### src/rtl/fifo_rd_stream_adapter_pkg.sv
// Shared definitions for GEMM stream stages: skid-buffer depth, stat width
// and a clog2 helper that never returns 0.
package gemm_stream_pkg;

  localparam int unsigned SKID_DEPTH = 2;
  localparam int unsigned SKID_CNT_W = $clog2(SKID_DEPTH + 1);
  localparam int unsigned STAT_W     = 32;

  function automatic int unsigned clog2_min1(input int unsigned n);
    int unsigned r;
    r = 0;
    while ((64'd1 << r) < 64'(n)) r = r + 1;
    if (r == 0) r = 1;
    return r;
  endfunction

endpackage

### src/rtl/fifo_rd_stream_adapter_stream_skid_buf2.sv
// Two-entry in-order buffer; head entry is registered and drives the stream.
// Push is refused when full unless a pop frees a slot in the same cycle.
module stream_skid_buf2
  import gemm_stream_pkg::*;
#(
  parameter int unsigned WIDTH = 16
) (
  input  logic                  i_clk,
  input  logic                  i_reset_n,
  input  logic                  push,
  input  logic [WIDTH-1:0]      push_data,
  input  logic                  pop,
  output logic [WIDTH-1:0]      head_data,
  output logic                  head_valid,
  output logic [SKID_CNT_W-1:0] count
);

  logic [WIDTH-1:0]      slot0;
  logic [WIDTH-1:0]      slot1;
  logic [SKID_CNT_W-1:0] cnt;
  logic                  pop_ok;
  logic                  push_ok;

  assign pop_ok  = pop & (cnt != '0);
  assign push_ok = push & ((cnt != SKID_CNT_W'(SKID_DEPTH)) | pop_ok);

  always_ff @(posedge i_clk) begin
    if (!i_reset_n) begin
      slot0 <= '0;
      slot1 <= '0;
      cnt   <= '0;
    end else begin
      case ({push_ok, pop_ok})
        2'b10: begin
          if (cnt == '0) slot0 <= push_data;
          else           slot1 <= push_data;
          cnt <= cnt + SKID_CNT_W'(1);
        end
        2'b01: begin
          slot0 <= slot1;
          cnt   <= cnt - SKID_CNT_W'(1);
        end
        // Simultaneous push/pop: the new word lands in whichever slot is the
        // tail once the head has advanced, so ordering is kept.
        2'b11: begin
          if (cnt == SKID_CNT_W'(1)) begin
            slot0 <= push_data;
          end else begin
            slot0 <= slot1;
            slot1 <= push_data;
          end
        end
        default: ;
      endcase
    end
  end

  assign head_data  = slot0;
  assign head_valid = (cnt != '0);
  assign count      = cnt;

endmodule

### src/rtl/fifo_rd_stream_adapter.sv
// BRAM FIFO read port to valid/ready stream with burst framing (o_last/o_beat_idx).
// Optional accepted-beat/stall counters under FIFO_RD_ADAPTER_STATS_EN.
module fifo_rd_stream_adapter
  import gemm_stream_pkg::*;
#(
  parameter  int unsigned DATA_WIDTH = 16,
  parameter  int unsigned BURST_LEN  = 128,
  localparam int unsigned BEAT_W     = clog2_min1(BURST_LEN)
) (
  input  logic                  i_clk,
  input  logic                  i_reset_n,
  input  logic                  i_enable,
  output logic                  o_fifo_rd_en,
  input  logic                  i_fifo_empty,
  input  logic [DATA_WIDTH-1:0] i_fifo_rd_data,
  output logic [DATA_WIDTH-1:0] o_data,
  output logic                  o_valid,
  input  logic                  i_ready,
  output logic                  o_last,
  output logic [BEAT_W-1:0]     o_beat_idx,
  output logic                  o_idle,
  output logic [STAT_W-1:0]     o_beat_count,
  output logic [STAT_W-1:0]     o_stall_count
);

  localparam logic [BEAT_W-1:0] LAST_IDX = BEAT_W'(BURST_LEN - 1);

  logic                  inflight;
  logic                  pop;
  logic                  issue;
  logic [SKID_CNT_W-1:0] buf_cnt;
  logic [2:0]            occ_next;
  logic [BEAT_W-1:0]     beat_cnt;

  assign pop = o_valid & i_ready;

  // Occupancy after this cycle's pop; at most one slot may be committed so
  // the read returning next cycle always has room.
  assign occ_next     = 3'(buf_cnt) + 3'(inflight) - 3'(pop);
  assign o_fifo_rd_en = i_reset_n & i_enable & (occ_next <= 3'd1);
  assign issue        = o_fifo_rd_en & ~i_fifo_empty;

  always_ff @(posedge i_clk) begin
    if (!i_reset_n) inflight <= 1'b0;
    else            inflight <= issue;
  end

  stream_skid_buf2 #(
    .WIDTH(DATA_WIDTH)
  ) u_skid (
    .i_clk     (i_clk),
    .i_reset_n (i_reset_n),
    .push      (inflight),
    .push_data (i_fifo_rd_data),
    .pop       (pop),
    .head_data (o_data),
    .head_valid(o_valid),
    .count     (buf_cnt)
  );

  always_ff @(posedge i_clk) begin
    if (!i_reset_n) begin
      beat_cnt <= '0;
    end else if (pop) begin
      beat_cnt <= (beat_cnt == LAST_IDX) ? '0 : beat_cnt + BEAT_W'(1);
    end
  end

  assign o_beat_idx = beat_cnt;
  assign o_last     = (beat_cnt == LAST_IDX);
  assign o_idle     = (buf_cnt == '0) & ~inflight;

`ifdef FIFO_RD_ADAPTER_STATS_EN
  logic [STAT_W-1:0] beat_count;
  logic [STAT_W-1:0] stall_count;

  always_ff @(posedge i_clk) begin
    if (!i_reset_n) begin
      beat_count  <= '0;
      stall_count <= '0;
    end else begin
      if (pop && beat_count != '1)
        beat_count <= beat_count + STAT_W'(1);
      if (o_valid && !i_ready && stall_count != '1)
        stall_count <= stall_count + STAT_W'(1);
    end
  end

  assign o_beat_count  = beat_count;
  assign o_stall_count = stall_count;
`else
  assign o_beat_count  = '0;
  assign o_stall_count = '0;
`endif

endmodule

### config.mk
export PLATFORM = sky130hd
export DESIGN_NAME = fifo_rd_stream_adapter
export DESIGN_NICKNAME = d
export VERILOG_FILES = /design/src/rtl/fifo_rd_stream_adapter_pkg.sv /design/src/rtl/fifo_rd_stream_adapter_stream_skid_buf2.sv /design/src/rtl/fifo_rd_stream_adapter.sv
export SDC_FILE = /design/constraint.sdc
export NUM_CORES = 1
export LEC_CHECK = 0
export ABC_CLOCK_PERIOD_IN_PS = 3500
export CAP_MARGIN = 30
export CELL_PAD_IN_SITES_DETAIL_PLACEMENT = 0
export CELL_PAD_IN_SITES_GLOBAL_PLACEMENT = 1
export CORE_MARGIN = 2
export CORE_UTILIZATION = 29
export CTS_BUF_LIST = sky130_fd_sc_hd__clkbuf_16
export DETAILED_ROUTE_END_ITERATION = 10
export HOLD_SLACK_MARGIN = 0.12
export PLACE_DENSITY_LB_ADDON = 0.08
export SLEW_MARGIN = 25
export SYNTH_ARGS = -nofsm -noshare
export SYNTH_HDL_FRONTEND = slang
export SYNTH_SLANG_ARGS = --single-unit
### constraint.sdc
create_clock -name i_clk -period 3.5 [get_ports i_clk]
set_clock_uncertainty 0.15 [all_clocks]
set_input_delay 0.7 -clock i_clk [delete_from_list [all_inputs] [get_ports i_clk]]
set_output_delay 0.7 -clock i_clk [all_outputs]
set_load 0.005 [all_outputs]
Figure 1. I/O nets highlighted.
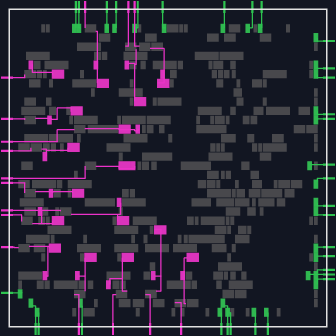
[magenta] `i_fifo_rd_data` | direction: input | end cells: 32 | buffers: 16 | wire: 399 um
[green] `o_beat_count` | direction: output | end cells: 32 | buffers: 0 | wire: 129 um
number of port buffers: 47
IO Pins: 112

Figure 2. Register map, names as in the netlist.
Bar = 20 um. Other sequential cells in the stronger gray, the rest of the logic in the fainter gray.
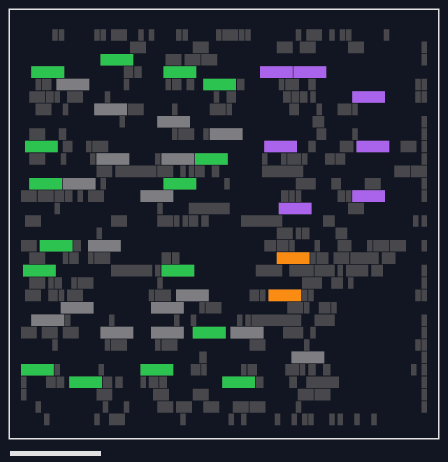
[green] `u_skid.head_data` | placed flops: 16
[orange] `u_skid.count` | placed flops: 2
[purple] `o_beat_idx` | placed flops: 7
not colored: 17

==> flow_metrics.env <==
# physical design summary
export IMPL_p_leak_nw=1.32
export IMPL_vias=1741
export IMPL_cts_buffer_depth=2
export IMPL_chipArea_sq_um=8810
export IMPL_setup_violations=0
export IMPL_r2r_cells=11
export IMPL_arrival_ns=2.39
export IMPL_drt_iter0_drc=49
export IMPL_cts_root_buf="clkbuf_16"
export IMPL_busiest_layer="met2"
export IMPL_place_inst=421
export IMPL_fill_cells=821
export IMPL_crit_path_end_kind="output port"
export IMPL_worst_slew_margin_rel=0.526
export IMPL_ys_sh_xor=0.0187
export IMPL_grt_pass1_vias=1578
export IMPL_drc=0
export IMPL_finalSetupTns_ns=0
export IMPL_aoi_share=0.108
export IMPL_syn_avg_cell_area_sq_um=8.40
export IMPL_grt_max_degree=33
export IMPL_top_area_cell="dfxtp_1"
export IMPL_ff_type="dfxtp_1"
export IMPL_mux_share=0.0812
export IMPL_yosys_top_cells_count="buf_4 (65), dfxtp_1 (42), nand2_1 (41)"
export IMPL_powerDensity_nw_per_um2=707
export IMPL_simple_gate_area_frac=0.147
export IMPL_worstSetupStartpoint="i_ready"
export IMPL_r2r_slack_ns=1.31
export IMPL_num_rows=32
export IMPL_cp_num_cells=11
export IMPL_edf_count=0
export IMPL_postCtsSetupRepairBufs=0
export IMPL_most_common_cell="buf_4"
export IMPL_met3_usage=0.0337
export IMPL_antenna_left=0
export IMPL_cts_hold_buf=0
export IMPL_finalCriticalPeriod_ns=3.24
export IMPL_cp_max_fo=2
export IMPL_gp_congestion=0.709
export IMPL_synth_seq_share=0.359
export IMPL_cts_buffers=5
export IMPL_holdCritPathClass="reg2reg"
export IMPL_cts_clk_slew_worst_paths_ns=0.06
export IMPL_status="finished, final reports clean"
export IMPL_tool_warnings=29
export IMPL_postSynth_asyncResetShare=0
export IMPL_die_x_um=93.9
export IMPL_routedWlPerCell_um=11.6
export IMPL_ys_top_logic_family="buffers and inverters"
export IMPL_endpoint="o_fifo_rd_en"
export IMPL_synth_warning_count=0
export IMPL_ys_cells=279
## state kept, by name (all words and copies together) (netlist names)
signal            flops
u_skid.head_data     16
inflight              1
u_skid.slot1         16
u_skid.count          2
o_beat_idx            7
## cell usage in the layout (no fill, tap or decap), drive strengths merged, types with 2 or more instances in the layout
cell type,instances
nand4,2
a21oi,5
inv,7
xor2,4
buf,6
o21ai,18
clkbuf,6
dfxtp,42
nand3,4
nand2,42
clkdlybuf4s50,45
conb,64
nor2,26
mux2i,19
nor3,2
or3,2
ha,6
a211oi,2
a31oi,16
## power breakdown
part,internal [W],switching [W]
sequential,0.000598,0.0000720
combinational,0.000406,0.000417
clock,0.000330,0.000180
total,0.00133,0.000669
## routing by layer
| layer | part of all wire | routed length [um] |
|---|---|---|
| met3 | 0.061 | 303 |
| met5 | 0 | 0 |
| met2 | 0.49 | 2410 |
| met4 | 0.0048 | 24 |
| met1 | 0.45 | 2210 |
## metrics by stage
stage | setup WS (ns) | hold slack, ns | utilization | total power [W]
floorplan | 0.572 | 0.298 | - | 0.00119
global placement | -0.338 | 0.311 | 0.345 | 0.00152
detailed placement | -0.323 | 0.314 | 0.345 | 0.00152
CTS | 0.145 | 0.325 | 0.365 | 0.00204
global route | 0.0858 | 0.341 | 0.365 | 0.00217
finish | 0.261 | 0.322 | 0.365 | 0.00200
## layout make-up
type,count,area (sq um),share of cell area
Inverter,7,26.3,0.00928
Clock buffer,5,125,0.0442
Tap cell,102,128,0.0451
Clock inverter,2,33.8,0.0119
Multi-Input combinational cell,217,1170,0.413
Timing Repair Buffer,53,509,0.180
Sequential cell,42,841,0.297
## repair_timing
action / CTS / global route
endpoints found under the setup margin: 1 / 1
gates resized: 4 / 2
pin swaps: 0 / 1
Power figures rest on the tool's default switching activity, not on a simulated workload.
